**src/rtl/sync_1001_tx_if.sv**
```systemverilog
// rtl/sync_1001_tx_if.sv - request/serial-output bundle for the 1001-preamble serial transmitter
interface sync_1001_tx_if #(
    parameter int DW = 8
);
    logic          start;
    logic [DW-1:0] data;
    logic          ready;
    logic          ser_out;
    logic          ser_valid;
    logic          done;
    logic [7:0]    frame_cnt;

    // Requester side: issues frames and observes the serial stream
    modport master (
        output start,
        output data,
        input  ready,
        input  ser_out,
        input  ser_valid,
        input  done,
        input  frame_cnt
    );

    // Transmitter side
    modport slave (
        input  start,
        input  data,
        output ready,
        output ser_out,
        output ser_valid,
        output done,
        output frame_cnt
    );
endinterface

```
**src/rtl/sync_1001_tx.sv**
```systemverilog
// rtl/sync_1001_tx.sv - Moore FSM framing a payload as preamble 1001, LSB-first data, forced-0 gap
module sync_1001_tx #(
    parameter int DW      = 8,
    parameter int GAP_LEN = 2
) (
    input  logic               clk,
    input  logic               rst_n,
    sync_1001_tx_if.slave      bus
);

    // A single-bit payload still needs a one-bit counter register.
    localparam int CW = (DW > 1) ? $clog2(DW) : 1;

    // Preamble bit k is PRE_PAT[k]; the pattern reads the same in both directions.
    localparam logic [3:0] PRE_PAT = 4'b1001;

    typedef enum logic [1:0] {
        IDLE = 2'd0,
        PRE  = 2'd1,
        DATA = 2'd2,
        GAP  = 2'd3
    } state_t;

    state_t          state_q,     state_d;
    logic [1:0]      pre_idx_q,   pre_idx_d;
    logic [CW-1:0]   bit_cnt_q,   bit_cnt_d;
    logic [3:0]      gap_cnt_q,   gap_cnt_d;
    logic [DW-1:0]   shreg_q,     shreg_d;
    logic            ser_out_q,   ser_out_d;
    logic            ser_valid_q, ser_valid_d;
    logic            done_q,      done_d;
    logic [7:0]      frame_cnt_q, frame_cnt_d;

    // State register and registered outputs; reset aborts any frame in flight
    always_ff @(posedge clk or negedge rst_n) begin
        if (!rst_n) begin
            state_q     <= IDLE;
            pre_idx_q   <= '0;
            bit_cnt_q   <= '0;
            gap_cnt_q   <= '0;
            shreg_q     <= '0;
            ser_out_q   <= 1'b0;
            ser_valid_q <= 1'b0;
            done_q      <= 1'b0;
            frame_cnt_q <= '0;
        end else begin
            state_q     <= state_d;
            pre_idx_q   <= pre_idx_d;
            bit_cnt_q   <= bit_cnt_d;
            gap_cnt_q   <= gap_cnt_d;
            shreg_q     <= shreg_d;
            ser_out_q   <= ser_out_d;
            ser_valid_q <= ser_valid_d;
            done_q      <= done_d;
            frame_cnt_q <= frame_cnt_d;
        end
    end

    // Next state plus the output values for the cycle after the edge, so the
    // serial bit lines up with the state it belongs to without extra latency
    always_comb begin
        state_d     = state_q;
        pre_idx_d   = pre_idx_q;
        bit_cnt_d   = bit_cnt_q;
        gap_cnt_d   = gap_cnt_q;
        shreg_d     = shreg_q;
        ser_out_d   = 1'b0;
        ser_valid_d = 1'b0;
        done_d      = 1'b0;
        frame_cnt_d = frame_cnt_q;

        case (state_q)
            IDLE: begin
                if (bus.start) begin
                    state_d     = PRE;
                    pre_idx_d   = 2'd0;
                    shreg_d     = bus.data;
                    ser_out_d   = PRE_PAT[0];
                    ser_valid_d = 1'b1;
                end
            end

            PRE: begin
                ser_valid_d = 1'b1;
                if (pre_idx_q == 2'd3) begin
                    state_d   = DATA;
                    bit_cnt_d = '0;
                    ser_out_d = shreg_q[0];
                end else begin
                    pre_idx_d = pre_idx_q + 2'd1;
                    ser_out_d = PRE_PAT[pre_idx_d];
                end
            end

            DATA: begin
                if (bit_cnt_q == CW'(DW - 1)) begin
                    state_d   = GAP;
                    gap_cnt_d = '0;
                end else begin
                    // Current bit sits in shreg_q[0]; shift to expose the next one
                    bit_cnt_d   = bit_cnt_q + CW'(1);
                    shreg_d     = shreg_q >> 1;
                    ser_out_d   = shreg_d[0];
                    ser_valid_d = 1'b1;
                end
            end

            GAP: begin
                if (gap_cnt_q == 4'(GAP_LEN - 1)) begin
                    state_d     = IDLE;
                    done_d      = 1'b1;
                    frame_cnt_d = frame_cnt_q + 8'd1;
                end else begin
                    gap_cnt_d = gap_cnt_q + 4'd1;
                end
            end

            default: begin
                state_d = IDLE;
            end
        endcase
    end

    // Ready is a pure state decode, so it is high during the done cycle too,
    // which is what lets a held start chain frames with one idle cycle between
    assign bus.ready     = (state_q == IDLE);
    assign bus.ser_out   = ser_out_q;
    assign bus.ser_valid = ser_valid_q;
    assign bus.done      = done_q;
    assign bus.frame_cnt = frame_cnt_q;

endmodule

```
**src/flat_wrapper.sv**
```systemverilog
// flat-port wrapper written by rule: the top's interface ports become plain ports
module sync_1001_tx_flat 
#(
    parameter int DW      = 8,
    parameter int GAP_LEN = 2
)
  (clk, rst_n, bus_start, bus_data, bus_ready, bus_ser_out, bus_ser_valid, bus_done, bus_frame_cnt);
  sync_1001_tx_if #(.DW(DW)) bus_i ();
  input  logic clk;
  input  logic rst_n;
  input wire logic [$bits(bus_i.start)-1:0] bus_start;
  input wire logic [$bits(bus_i.data)-1:0] bus_data;
  output wire logic [$bits(bus_i.ready)-1:0] bus_ready;
  output wire logic [$bits(bus_i.ser_out)-1:0] bus_ser_out;
  output wire logic [$bits(bus_i.ser_valid)-1:0] bus_ser_valid;
  output wire logic [$bits(bus_i.done)-1:0] bus_done;
  output wire logic [$bits(bus_i.frame_cnt)-1:0] bus_frame_cnt;
  assign bus_i.start = bus_start;
  assign bus_i.data = bus_data;
  assign bus_ready = bus_i.ready;
  assign bus_ser_out = bus_i.ser_out;
  assign bus_ser_valid = bus_i.ser_valid;
  assign bus_done = bus_i.done;
  assign bus_frame_cnt = bus_i.frame_cnt;
  sync_1001_tx #(.DW(DW), .GAP_LEN(GAP_LEN)) u_core (.clk(clk), .rst_n(rst_n), .bus(bus_i));
endmodule
```
**config.mk**
```make
export PLATFORM = sky130hd
export DESIGN_NAME = sync_1001_tx_flat
export DESIGN_NICKNAME = d
export VERILOG_FILES = /design/src/rtl/sync_1001_tx_if.sv /design/src/rtl/sync_1001_tx.sv /design/src/flat_wrapper.sv
export SDC_FILE = /design/constraint.sdc
export NUM_CORES = 1
export LEC_CHECK = 0
export ABC_CLOCK_PERIOD_IN_PS = 2750
export CORE_AREA = 2 2 72 46
export DETAILED_ROUTE_END_ITERATION = 16
export DIE_AREA = 0 0 74 48
export DONT_BUFFER_PORTS = 1
export PLACE_DENSITY = 0.85
export SLEW_MARGIN = 5
export SYNTH_ARGS = -nofsm -noshare
export SYNTH_HDL_FRONTEND = slang
export SYNTH_SLANG_ARGS = --single-unit
```
**constraint.sdc**
```tcl
create_clock -name clk -period 2.75 [get_ports clk]
set_input_delay 0.275 -clock clk [delete_from_list [all_inputs] [get_ports clk]]
set_output_delay 0.275 -clock clk [all_outputs]
set_load 0.05 [all_outputs]
```
Figure 1. Logic cells by family (run 1).
(4 px per um)
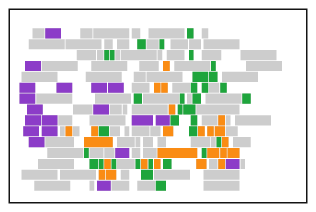
[nand cells] green | cells: 33 | most used: nand2_1
[aoi and oai cells] orange | cells: 24 | most used: o21ai_0
[mux cells] purple | cells: 19 | most used: mux2_2
Final Non-Filler Cells: 202
most instantiated logic cell after routing: dfrtp_1
logic share of the area: 0.472

Figure 2. M3 wires (run 1).
(6 px per um)
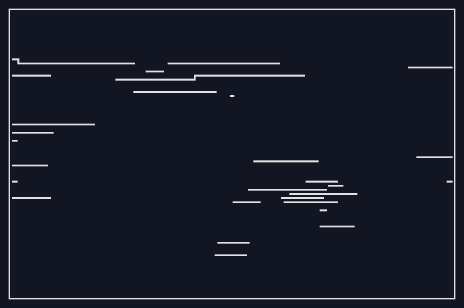
main direction: horizontal
share of all routed wire: 6.5%

==> impl_metrics.toml, run 1 <==
# physical design summary
[layout]
buffers = 4
multi_input_comb_cells = 112
n_all_inverters = 6
buffer_area_frac = 0.0243
clock_cell_area_share = 0.0587
sh_seq_area = 0.405
area_dominant_class = "multi-input combinational cells"
layout.area.seq_um2 = 751

[global_route]
gr-usage-met1 = 0.272
grt-busiest-layer = "met2"
grt-ovfl-total = 0
antenna_found_initial = 0
grt_pass1_vias = 1076
grt_util_met2 = 0.345
grt_max_degree = 31

[routing]
ant_nets = 0
post-route-drc-count = 0
first_pass_iters = 4
wl_met2_um = 1650
drt_iter0_drc = 108
routedWlPerCell_um = 16.7
avgViaCountPerCell = 5.76

[power_and_ir_drop]
p_int_uw = 1390
pwr-share-seq = 0.383
p_seq_uw = 921
clkPwrFrac = 0.180
pg_comb_uw = 1050
total_power_uw = 2400

[synthesis]
common_cells = "dfrtp_1, mux2_2, nand2_1"
ys.flops = 30
syn_nets = 176
top_cell_area_share = 0.447
yosys-top-cells-area = "dfrtp_1, mux2_2, ha_1"
simple_gate_area_frac = 0.162
avgSynthCellArea_um2 = 10.8
synth_cell_types = 37
mux_area_frac = 0.127
syn_area_mm2 = 0.00168
top_area_cell = "dfrtp_1"
synth_cells = 155
edf_count = 0

[clock_tree]
cts_setup_buffers = 0
cts_tree = "done"
clk_pin_slew_ns = 0.07
cts.sinks = 30

[placed_design]
dp_hpwl_um = 2360
portBuffers = 0
dp.cells = 192

[setup_path]
criticalPathCategory = "flip-flop to flip-flop"
crit_family = "adder cells"
reg2reg_from = "u_core.state_q[0]"
cp.required_ns = 2.92
ff2ff_setup_slack_ns = 0.63
reg2reg_depth = 5
r2r_end = "u_core.shreg_q[2]"
critPathSlowestCell = "ha_1"

[floorplan]
dieHeight_um = 48
n_tap_cell = 42
core_area_mm2 = 0.00283

[hold_path]
worst_hold_startpoint = "bus_start"
holdPathStages = 2

[sta]
grt_setup_unrepaired = "false"
hold_viol = 0

[job]
drv_cap = 0

[outcome]
status = "complete, no violations"
Figure 3. The clock network (run 1).
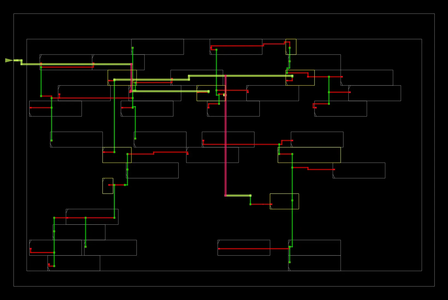
P_clk: 434 uW
clkbuf count: 5
Clock Skews: 0.00528 ns
Worst-Skew Late Latency: 0.28 ns

run 1: how the worst max path moves through the flow:
stage,startpoint,end,slack (ns),cells after the start
2_1_floorplan,u_core.state_q[0],u_core.shreg_q[0],0.69,5
3_3_place_gp,u_core.state_q[0],u_core.shreg_q[3],0.77,5
3_5_place_dp,u_core.state_q[0],u_core.shreg_q[2],0.65,5
4_1_cts,u_core.state_q[0],u_core.shreg_q[2],0.65,5
5_1_grt,u_core.state_q[0],u_core.shreg_q[5],0.49,5
6_report,u_core.state_q[0],u_core.shreg_q[2],0.63,5
run 1: what timing repair did:
action | CTS | global route
resized | 0 | 0
hold buffers | 2 | 0
hold endpoints to repair | 30 | 0
Figure 4. Routed metal, one colour a layer (run 1).
(4 px per um)
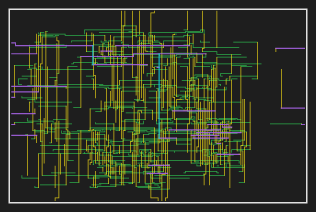

--- run 2 (diff from run 1) ---
--- a/config.mk
+++ b/config.mk
@@ -5,7 +5,7 @@
 export SDC_FILE = /design/constraint.sdc
 export NUM_CORES = 1
 export LEC_CHECK = 0
-export ABC_CLOCK_PERIOD_IN_PS = 2750
+export ABC_CLOCK_PERIOD_IN_PS = 2200
 export CORE_AREA = 2 2 72 46
 export DETAILED_ROUTE_END_ITERATION = 16
 export DIE_AREA = 0 0 74 48
==> constraint.sdc (replaced) <==
create_clock -name clk -period 2.2 [get_ports clk]
set_input_delay 0.22 -clock clk [delete_from_list [all_inputs] [get_ports clk]]
set_output_delay 0.22 -clock clk [all_outputs]
set_load 0.05 [all_outputs]
Figure 5. Routed metal, one colour a layer (run 2).
(4 px per um)
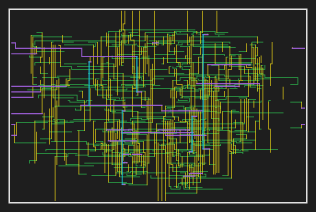
[M2] yellow | wire length: 1660 um
[M3] purple | wire length: 215 um
[M4] cyan | wire length: 75.5 um
[M1] green | wire length: 1660 um

Figure 6. Clock network drawn from the DEF (run 2).
(6 px per um)
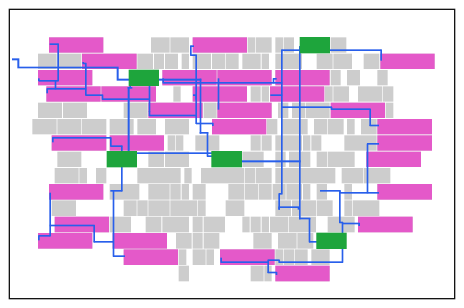
[clock wires] blue | length: 421 um
[flip-flops] magenta | count: 30
[clock-net drivers] green | count: 5
flops lie: widely spread
routed clock nets: 6
Clk pwr share: 0.154
Clock Skews: 0.00983 ns
P_clk: 465 uW

==> run 2 against run 1 <==
Against the previous run:
- cell count rose by 4.0%
- worst hold slack got worse by 0.057 ns
- maximum frequency is 5.1% higher
- cell area grew 2.3%
- critical path depth shrank 1
- synthesized area stayed put
- power rose by 26%
- setup slack worse by 0.45 ns
- critical endpoint is now u_core.shreg_q[5]
==> impl_metrics.toml, run 2 <==
# physical design summary
[synthesis]
ys.flops = 30
simple_gate_area_frac = 0.162
syn_area_mm2 = 0.00168
synth_cells = 155
top_cell_area_share = 0.447
common_cells = "dfrtp_1, mux2_2, nand2_1"
yosys.area_share.aoi = 0.116
top_area_cell = "dfrtp_1"
edf_count = 0
synth_xor_xnor_area_share = 0.0417
synth_cell_types = 37
adder_share = 0.0745
syn_nets = 176
async_flop_share = 1.00
synth_seq_share = 0.447
avgSynthCellArea_um2 = 10.8
yosys-top-cells-area = "dfrtp_1, mux2_2, ha_1"
mux_area_frac = 0.127

[floorplan]
die_w_um = 74
dieHeight_um = 48
rows = 15
n_tap_cell = 42
core_area_mm2 = 0.00283
chip_area_mm2 = 0.00355

[setup_path]
r2r_end = "u_core.shreg_q[5]"
ff2ff_setup_slack_ns = 0.18
cp.required_ns = 2.36
reg2reg_depth = 4
critPathCapture = "u_core.shreg_q[5]"
crit_family = "adder cells"
criticalPathCategory = "flip-flop to flip-flop"
critPathSlowestCell = "a211oi_4"
reg2reg_from = "u_core.bit_cnt_q[0]"
path_max_fanout = 13
cp.depth = 4
timing.critical_path.from = "u_core.bit_cnt_q[0]"
path_common_cell = "ha_1"

[sta]
whs_ns = 0.175
maxSlewViolCount = 0
hold_viol = 0
grt_setup_unrepaired = "false"
finalClockPeriodUsage = 0.917

[layout]
multi_input_comb_cells = 112
n_clock_buffer = 7
design.seq.count = 30
sh_comb_area = 0.461
layout.area.seq_um2 = 751
final_cell_mix = "dfrtp_1, nand2_1, mux2_2"
buffer_area_frac = 0.0554
sh_seq_area = 0.396
comb_area_um2 = 876
n_all_inverters = 6
area_dominant_class = "multi-input combinational cells"
buffers = 12
clock_cell_area_share = 0.0481
nNetsFinal = 188
n_fill_cell = 207
layout_top_cell = "dfrtp_1"

[hold_path]
min_to = "u_core.pre_idx_q[0]"
holdPathStages = 2
holdCritPathClass = "input pin to flip-flop"
worst_hold_startpoint = "bus_start"

[clock_tree]
cts.sinks = 30
clk_pin_slew_ns = 0.06
cts.repair.resized = 0
clk_path_buf_depth = 2
cts_setup_buffers = 0
ctsHoldBuffers = 2
ctsHtreeMaxLevel = 2
cts_tree = "done"
clk-insertion-delay-late_ns = 0.29

[global_route]
grt_use_total = 0.229
grt_first_pass_wirelength_um = 5730
antenna_found_initial = 0
grt-ovfl-total = 0
grt_max_degree = 31
grt_pass1_vias = 1202

[routing]
post-route-drc-count = 0
ant_nets = 0
drt_iter0_drc = 132
avgViaCountPerCell = 5.84
routedWlPerCell_um = 17.2
first_pass_iters = 4

[placed_design]
dp_hpwl_um = 2580
portBuffers = 0
pre_cts_ws_ns = 0.195

[job]
drv_cap = 0

[outcome]
status = "complete, no violations"

[power_and_ir_drop]
leakagePower_uw = 0.000852
## run 2: cell counts after synthesis
Identical to the previous run, type by type.
## run 2: stage by stage
stage | instances | cell area [um2] | util | power [uW]
final | 210 | 1900 | 0.670 | 3020
after detailed placement | 200 | 1780 | 0.627 | 2520
after global routing | 210 | 1900 | 0.670 | 3200
after floorplan | 155 | 1680 | - | 2170
after CTS | 210 | 1900 | 0.670 | 3020
after global placement | 200 | 1780 | 0.627 | 2410
## run 2: metal layers
layer  up-vias  GRT usage  share of wire
li1        572          -              -
met1       596      0.304           0.46
met2        47      0.359           0.46
met3        11     0.0653          0.059
met4         0      0.102          0.021
met5         -          0              0
## run 2: report_power, final
group	switching [uW]	total, uW	internal [uW]
sequential	264	1040	776
clock	213	465	252
combinational	823	1520	695
total	1300	3020	1720
Power and IR drop assume default switching activity.
